Design regfile_write_arbiter_flat, sky130hd; sources not shown.
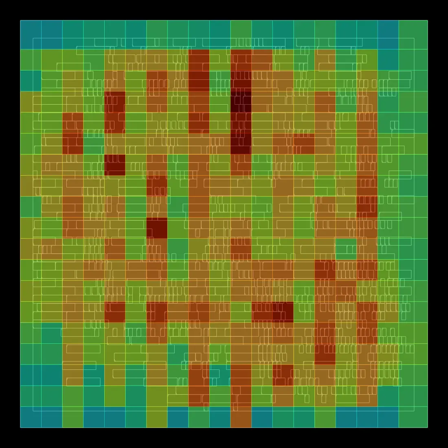
(images/congestion_map.png)
global routing usage on met2: 39.81%
GR Util met3: 8.006%
detailed-route wire length per cell: 17.19 µm
total track usage: 23.19%

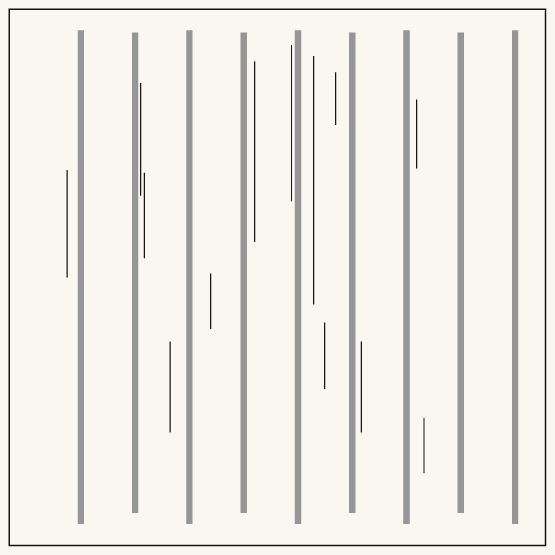
(images/m4.png)
(4 px per µm) Supply wires on this layer in gray.
nets with wire on the layer: 8
main direction: vertical
Post-Route WL: 20510 µm
via count: 6353

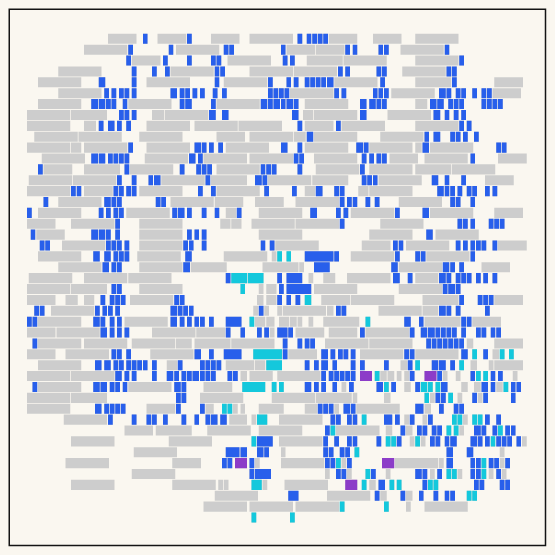
(images/gates.png)
(4 px per µm)
| family | color | cells | most used |
|---|---|---|---|
| xor and xnor cells | purple | 5 | xor2_1 |
| nor cells | cyan | 64 | nor2_1 |
| nand cells | blue | 596 | nand2_1 |
Non-Filler Instances: 1193
commonest non-fill, non-tap cell in the layout: nand2_1
combinational share of cell area: 30.68%

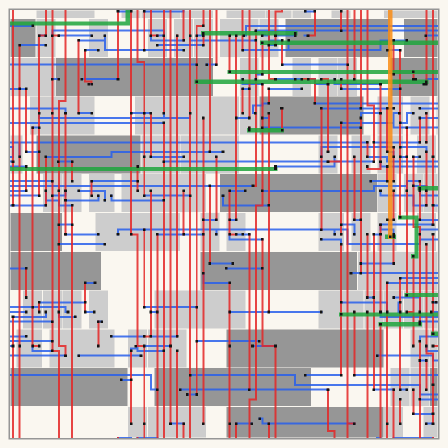
(images/closeup.png)
Region (52, 25) to (82, 55) µm. Cells in gray, sequential cells in the stronger gray; small squares are vias.
| layer | color |
|---|---|
| M2 | red |
| M1 | blue |
| M3 | green |
| M4 | orange |
cells with their middle in the window: 70
sequential cells in the window: 11
most frequent: nand2_1 (30), edfxtp_1 (8), nor2_1 (6)

==> impl_metrics.py <==
# Generated from Yosys and OpenROAD reports
metrics = {
    "finish": {
        "drive_gt1_share_pct": 6.314,
        "regArea_mm2": 0.005565,
        "largest_class": "registers",
        "fin_area_mm2": 0.009624,
        "fill_cells": 1262,
        "num_antenna_cells": 0,
        "n_all_inverters": 50,
        "combGateArea_mm2": 0.002953,
        "syn_to_final_growth_pct": 6.893,
        "largest_register_ffs": 128,
        "n_all_buffers": 9,
        "clkbuf_count": 17,
        "clock_area_share_pct": 5.824,
        "seq_share_pct": 57.83,
        "buf_share_pct": 0.8320,
        "fin_nets": 1058,
        "fin_util_pct": 62.84,
        "ff_count": 199,
        "final_cell_mix": "492 x nand2_1, 158 x edfxtp_1, 91 x nand3_1",
        "logic_gates": 692,
    },
    "final_timing": {
        "fin_crit_sh_pct": 75.45,
        "worst_slack_ns": 0.8591,
        "hold_ws_ns": 0.1694,
        "tns_ns": 0,
        "drv_slew": 0,
        "final_hold_viol_count": 0,
        "finClkSkew_ns": 0.01233,
        "setup_viol": 0,
        "max_clock_freq_ghz": 0.3787,
        "worst_pin_slew_ns": 0.9013,
        "rsz0062_at_grt": "false",
        "fin_crit_ns": 2.641,
        "slew_headroom_pct": 39.83,
    },
    "detailed_routing": {
        "route.detailed.drc": 0,
        "drtIter0Drc": 488,
        "drt-pass1-iter-count": 5,
        "routedLengthMet1_um": 7989,
        "highest_layer": "met4",
        "vias_per_cell": 5.325,
        "route.met2.wl_um": 10080,
        "wl_met3_um": 2098,
        "ant_nets": 0,
    },
    "floorplan": {
        "coreArea_mm2": 0.01531,
        "rows": 45,
        "die_height_um": 133.7,
        "initCoreUtil_pct": 58.79,
        "tap_cells": 211,
        "num_io_pins": 130,
        "die-width_um": 133.7,
        "die_area_mm2": 0.01787,
    },
    "worst_setup_path": {
        "crit_path_top_delay_cell": "bufinv_8",
        "crit_path_start_kind": "flop",
        "worst-path-stages": 10,
        "critPathMaxStageDelay_ns": 0.54,
        "cp_cell_sequence": "inv_1 > ha_1 > bufinv_8 > nand2_4 > nand2_1 > nand2_4 > nand2_1 > nand2_1 > nand2_1 > nand2_1",
        "rr_worst_depth": 10,
        "cp_top_family": "simple AND/OR/NAND/NOR gates",
        "cp_max_fo": 81,
        "worstSetupPathType": "flop to flop",
        "crit_buf_inv": 2,
        "reg2reg_slack_ns": 0.86,
        "crit_top_cell": "nand2_1",
        "critPathCaptureType": "flop",
        "crit_arrival_ns": 2.98,
        "required_ns": 3.84,
    },
    "power": {
        "internal_power_mw": 4.697,
        "p_switching_mw": 3.355,
        "comb_power_share_pct": 35.9,
        "peakVddDrop_v": 0.0007205,
        "pwr-share-seq_pct": 40.9,
        "p_total_mw": 8.052,
        "power.density_mw_per_mm2": 836.6,
        "p_leak_nw": 4.252,
        "clkPwrFrac_pct": 23.2,
        "p_sw_share_pct": 41.66,
    },
    "cts": {
        "cts_tree": "yes",
        "cts_root_buffer": "clkbuf_16",
        "cts_buffers": 17,
        "ctsHtreeMaxLevel": 4,
        "post_cts_resized": 0,
        "clk_latency_ns": 0.44,
        "ctsHoldBuffers": 0,
        "cts_max_path_buffers": 2,
        "post-cts-setup-buffers": 0,
        "path_clk_slew_ns": 0.08,
        "clock-sinks": 199,
    },
    "synth": {
        "top_area_cell": "edfxtp_1",
        "synth.area.top_cells": "edfxtp_1 53%, nand2_1 21%, dfxtp_1 9.1%",
        "fp_nets": 1074,
        "yosys_area_mm2": 0.009004,
        "top_area_share_pct": 52.70,
        "postSynthSeqShare_pct": 61.81,
        "synthCells": 985,
        "edf_count": 158,
        "synth_warnings": 0,
        "most_common_cell": "nand2_1",
        "syn_area_mm2": 0.009004,
        "synth.distinct_cells": 35,
        "synth-async-reset-ratio_pct": 0,
        "ys_ff": 199,
        "common_cells": "492 x nand2_1, 158 x edfxtp_1, 91 x nand3_1",
        "ys_cells": 985,
        "synth.avg_cell_area_um2": 9.141,
        "ys.flop_type": "edfxtp_1",
    },
    "global_routing": {
        "grt_pass1_wl_um": 31970,
        "top_usage_layer": "met2",
        "antenna_found_initial": 0,
        "grt_pass1_vias": 6211,
        "grt_overflow": 0,
        "grtUsageMet1_pct": 27.71,
        "grt_max_degree": 82,
    },
    "worst_hold_path": {
        "holdPathStages": 0,
        "hp-class": "input port to flop",
    },
    "status": {
        "outcome": "complete, no violations",
    },
    "flow_run": {
        "warnings": 26,
        "maxCapViolCount": 0,
    },
    "place": {
        "placed_area_mm2": 0.009064,
        "portBuffers": 0,
        "gp_congestion": 0.9264,
        "dp.final_hpwl_um": 13530,
        "dp.cells": 1161,
        "pre_cts_slack_ns": 0.8948,
    },
}
## power by group through the flow
stage | registers, mW | logic, mW | clock network, mW
after floorplan | 3.27 | 2.56 | 0
after global placement | 3.34 | 2.79 | 0
after detailed placement | 3.35 | 2.87 | 0
after CTS | 3.29 | 2.89 | 1.90
after global routing | 3.33 | 3.30 | 1.99
final | 3.29 | 2.89 | 1.87
## cell families (layout without fill, tap and decap cells)
kind of cell | after synthesis | in the layout | synth area share, %
flip-flops | 199 | 199 | 61.81
adder cells (fa/ha/maj) | 1 | 1 | 0.1389
AND/OR/NAND/NOR | 662 | 662 | 30.41
XOR/XNOR | 5 | 5 | 0.4864
AND-OR/OR-AND | 24 | 24 | 1.515
buffers and inverters | 94 | 91 | 5.642
No activity file was given, so power comes from the tool's default toggle rates.
